==> config.mk <==
export PLATFORM = sky130hd
export DESIGN_NAME = reg_writeback
export DESIGN_NICKNAME = d
export VERILOG_FILES = /design/src/rtl/reg_writeback.sv
export SDC_FILE = /design/constraint.sdc
export NUM_CORES = 1
export LEC_CHECK = 0
export CAP_MARGIN = 5
export CORE_MARGIN = 2
export CORE_UTILIZATION = 55
export CTS_CLUSTER_SIZE = 16
export DETAILED_ROUTE_END_ITERATION = 8
export PLACE_DENSITY = 0.84
export SYNTH_ARGS = -nofsm -noshare
export SYNTH_HDL_FRONTEND = slang
export SYNTH_SLANG_ARGS = --single-unit
==> constraint.sdc <==
create_clock -name clk -period 6.76 [get_ports clk]
set_clock_uncertainty 0.1 [all_clocks]
set_input_delay 1.69 -clock clk [delete_from_list [all_inputs] [get_ports clk]]
set_output_delay 1.69 -clock clk [all_outputs]
set_load 0.005 [all_outputs]
==> src/rtl/reg_writeback.sv <==
// Register writeback queue: buffers register-file writes, drains them in order, and tracks pending writes per register.
// Optional same-cycle bypass of an empty queue is enabled by defining WB_BYPASS_EN.
module reg_writeback #(
  parameter int unsigned DEPTH = 4
) (
  input  logic        clk,
  input  logic        reset,
  input  logic        wb_valid,
  output logic        wb_ready,
  input  logic [2:0]  wb_dr,
  input  logic [15:0] wb_data,
  input  logic        wb_stall,
  output logic        regWE,
  output logic [2:0]  DR,
  output logic [15:0] Buss,
  input  logic [2:0]  SR1,
  input  logic [2:0]  SR2,
  output logic        sr1_busy,
  output logic        sr2_busy,
  output logic [2:0]  count
);

  localparam int unsigned PW    = (DEPTH > 2) ? 2 : 1;
  localparam int unsigned DW    = 16;
  localparam int unsigned RW    = 3;
  localparam int unsigned NREGS = 8;

  logic [DW-1:0] r_data [DEPTH];
  logic [RW-1:0] r_dr   [DEPTH];
  logic [PW-1:0] r_head;
  logic [PW-1:0] r_tail;
  logic [2:0]    r_count;
  logic [2:0]    r_pend [NREGS];

  logic w_byp;
  logic w_pop;
  logic w_enq;

  assign wb_ready = (r_count != 3'(DEPTH));
  assign count    = r_count;

`ifdef WB_BYPASS_EN
  // An empty, unstalled queue forwards the request straight to the register file.
  assign w_byp = wb_valid && !wb_stall && (r_count == 3'd0);
`else
  assign w_byp = 1'b0;
`endif

  assign w_pop = (r_count != 3'd0) && !wb_stall;
  assign w_enq = wb_valid && wb_ready && !w_byp;

  always_comb begin
    regWE = 1'b0;
    DR    = '0;
    Buss  = '0;
    if (w_byp) begin
      regWE = 1'b1;
      DR    = wb_dr;
      Buss  = wb_data;
    end else if (w_pop) begin
      regWE = 1'b1;
      DR    = r_dr[r_head];
      Buss  = r_data[r_head];
    end
  end

  assign sr1_busy = (r_pend[SR1] != 3'd0);
  assign sr2_busy = (r_pend[SR2] != 3'd0);

  // Queue storage carries no reset; occupancy and pointers define validity.
  always_ff @(posedge clk) begin
    if (w_enq && !reset) begin
      r_data[r_tail] <= wb_data;
      r_dr[r_tail]   <= wb_dr;
    end
  end

  always_ff @(posedge clk) begin
    if (reset) begin
      r_head  <= '0;
      r_tail  <= '0;
      r_count <= '0;
    end else begin
      if (w_pop) begin
        r_head <= (r_head == PW'(DEPTH - 1)) ? '0 : r_head + PW'(1);
      end
      if (w_enq) begin
        r_tail <= (r_tail == PW'(DEPTH - 1)) ? '0 : r_tail + PW'(1);
      end
      if (w_enq && !w_pop) begin
        r_count <= r_count + 3'd1;
      end else if (w_pop && !w_enq) begin
        r_count <= r_count - 3'd1;
      end
    end
  end

  // Per-register pending-write counters; matching enqueue and pop cancel out.
  always_ff @(posedge clk) begin
    for (int i = 0; i < NREGS; i++) begin
      if (reset) begin
        r_pend[i] <= '0;
      end else begin
        if ((w_enq && (wb_dr == RW'(i))) && !(w_pop && (r_dr[r_head] == RW'(i)))) begin
          r_pend[i] <= r_pend[i] + 3'd1;
        end else if (!(w_enq && (wb_dr == RW'(i))) && (w_pop && (r_dr[r_head] == RW'(i)))) begin
          r_pend[i] <= r_pend[i] - 3'd1;
        end
      end
    end
  end

endmodule

Fig. 1: register map, names as in the netlist
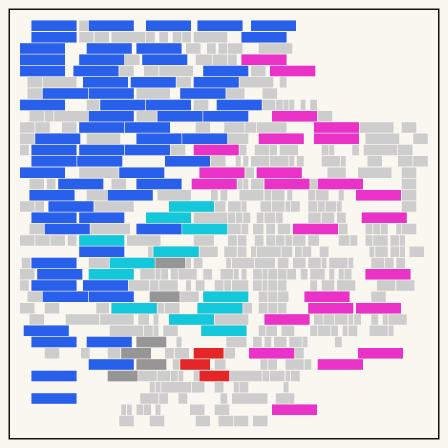
[red] `count` | placed flops: 3
[cyan] `r_dr` | placed flops: 12 | where: center
[magenta] `r_pend` | placed flops: 24
[blue] `r_data` | placed flops: 64
Seq area share: 50.8%
Flop area: 3180 µm²

Fig. 2: metal layers overlaid
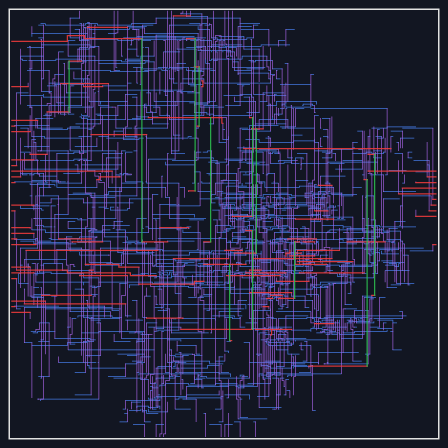
[blue] metal 1 | wire length: 4380 µm
[green] metal 4 | wire length: 331 µm
[purple] metal 2 | wire length: 5460 µm
[red] metal 3 | wire length: 741 µm

Fig. 3: gate families picked out
Scale bar: 20 µm.
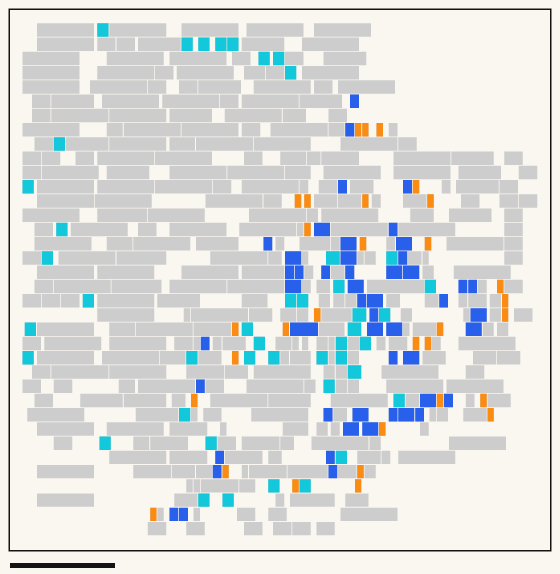
[orange] inverters | cells: 31 | most used: inv_1
[cyan] AND and OR gates | cells: 44 | most used: and3_1
[blue] inverting AOI/OAI gates | cells: 50 | most used: a21oi_1

Fig. 4: pin map
Pins as bars across the die edge, other pins in gray.
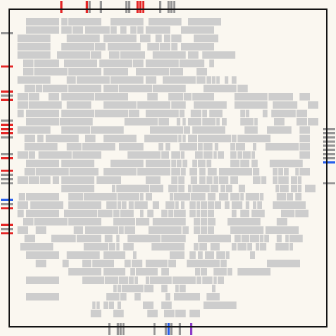
[purple] `reset` | pins: 1 | direction: input | edge: bottom
[red] `wb_data` | pins: 16 | direction: input | edge: 11 left, 5 top
[blue] `DR` | pins: 3 | direction: output | edge: 1 right, 1 bottom, 1 left
chip height: 103 µm
die width: 103 µm
I/O Buffers: 54

worst min-delay path, cell delays in order (launching register included):
cell and delay, ns:
dfxtp_1 0.36, nand2_1 0.07, a21oi_1 0.05
per-stage QoR:
stage          hold WS (ns)  total power [mW]  area [µm²]  setup slack, ns  util, %
3_3_place_gp          0.379              1.38        6060             1.36     62.8
3_5_place_dp          0.387              1.40        6060             1.32     62.8
5_1_grt               0.443              1.88        6260             1.15     65.0
6_report              0.411              1.79        6260             1.32     65.0
4_1_cts               0.404              1.80        6260             1.32     65.0
2_1_floorplan         0.354              1.18        5400             2.65        -
flip-flops by register name, summed over array words and instances (netlist names), named ones only:
register / count
count: 3
r_data: 64
r_dr: 12
r_head: 2
r_pend: 24
r_tail: 2
==> results.py <==
# Physical implementation metrics
metrics = {
    "worst_setup_path": {
        "worstPathCellList": "clkdlybuf4s50_1 -> inv_1 -> nand3_1 -> buf_4 -> inv_1 -> clkdlybuf4s50_1",
        "reg2regPathDepth": 6,
        "rrSetupSlack_ns": 3.42,
        "cp-end-kind": "primary output",
        "setup.worst_path.start": "wb_stall",
        "crit_slowest_cell": "inv_1",
        "cp.depth": 6,
        "cp_num_buf_inv": 5,
        "worstPathRequired_ns": 4.97,
        "criticalPathCategory": "input pin to primary output",
        "slowest_delay_ns": 0.53,
    },
    "logic_synthesis": {
        "ys.flop_type": "edfxtp_1",
        "synth-simple-area-share_pct": 12.6,
        "synth_seq_share_pct": 58.9,
        "ys_sh_mux_pct": 11.8,
        "ys_sh_xor_pct": 0.486,
        "synth.top_cell.area_share_pct": 55.6,
        "synthAdderAreaFrac_pct": 5.37,
        "ys_ff": 109,
        "syn-num-nets": 436,
        "synthTopLogicFamily": "simple AND/OR/NAND/NOR gates",
        "synth_area_leader_cell": "edfxtp_1",
        "synthTopCellsByArea": "edfxtp_1 (56%), mux4_2 (8.3%), ha_1 (4.6%), dfxtp_1 (3.3%), o2111ai_1 (2.1%)",
        "ys_cells": 385,
        "synth-compound-area-share_pct": 7.18,
        "synth-area-yosys_um2": 5400,
        "synth.avg_cell_area_um2": 14.0,
        "top_cell": "edfxtp_1",
        "ys.warnings.count": 0,
        "top_cells_by_count": "edfxtp_1 (100), inv_1 (30), ha_1 (20), mux4_2 (20), and3_1 (18)",
        "netlist_area_um2": 5400,
        "syn_inst": 385,
    },
    "route": {
        "vias": 3500,
        "routed_wl_um": 10900,
        "highest_layer": "met4",
        "wl_met3_um": 740,
        "wl_per_cell_um": 18.9,
        "drc": 0,
        "dr.pass1.iters": 6,
        "wl_met2_um": 5460,
        "vias_per_cell": 6.08,
    },
    "floorplan": {
        "design.die.area_um2": 10600,
        "rows": 36,
        "fp_util_pct": 56.0,
        "taps": 133,
    },
    "final_timing": {
        "hold_viol_final": 0,
        "rsz0062_at_grt": "false",
        "max_clock_freq_mhz": 184,
        "period_used_pct": 80.5,
        "worstMarginPinSlew_ns": 1.05,
        "layout_min_cycle_time_ns": 5.44,
        "fin_setup_tns_ns": 0,
    },
    "final_layout": {
        "mostFrequentLayoutCells": "edfxtp_1 (100), clkdlybuf4s50_1 (54), inv_1 (30)",
        "comb_cells": 230,
        "logic_area_um2": 2030,
        "final_cells": 576,
        "signal_buffers": 57,
        "nonClkBufAreaFrac_pct": 8.99,
        "nNetsFinal": 489,
        "clk_share_pct": 3.28,
        "layout.cells.most_common": "edfxtp_1",
        "fillers": 701,
        "comb_share_pct": 32.4,
        "n_all_inverters": 31,
        "area_delta_synth_final_pct": 15.9,
        "seq_cells": 109,
    },
    "global_routing": {
        "grt-ovfl-total": 0,
        "antenna_found_initial": 0,
        "track_usage_pct": 21.7,
        "grt_max_degree": 23,
        "use_met1_pct": 27.2,
        "grt_pass1_wl_um": 17400,
        "grt_pass1_vias": 3554,
        "use_met2_pct": 36.2,
    },
    "power_and_ir_drop": {
        "pwr-share-clk_pct": 22.6,
        "power.leakage_nw": 2.21,
        "clk-power_mw": 0.406,
        "p_sw_mw": 0.581,
        "powerDensity_nw_per_um2": 286,
        "intPower_mw": 1.21,
        "max-vdd-ir-drop_mv": 0.178,
        "comb-power_mw": 0.547,
        "p_comb_share_pct": 30.5,
    },
    "status": {
        "status": "complete, no violations",
    },
    "worst_hold_path": {
        "hold_path.class": "flip-flop to flip-flop",
        "worst_hold_path.num_cells": 2,
        "min_to": "r_tail[1]",
        "hp-start": "r_tail[1]",
    },
    "flow_run": {
        "warnings": 36,
        "drv_cap": 0,
    },
    "clock_tree": {
        "cts.root.buffer_cell": "clkbuf_8",
        "clock_latency_ns": 0.37,
        "hold_buffers": 0,
        "cts.repair.resized": 0,
        "cts_tree": "done",
    },
    "place": {
        "hpwlAfterDp_um": 7480,
        "dp.cells": 560,
    },
}
Power figures rest on the tool's default switching activity, not on a simulated workload.
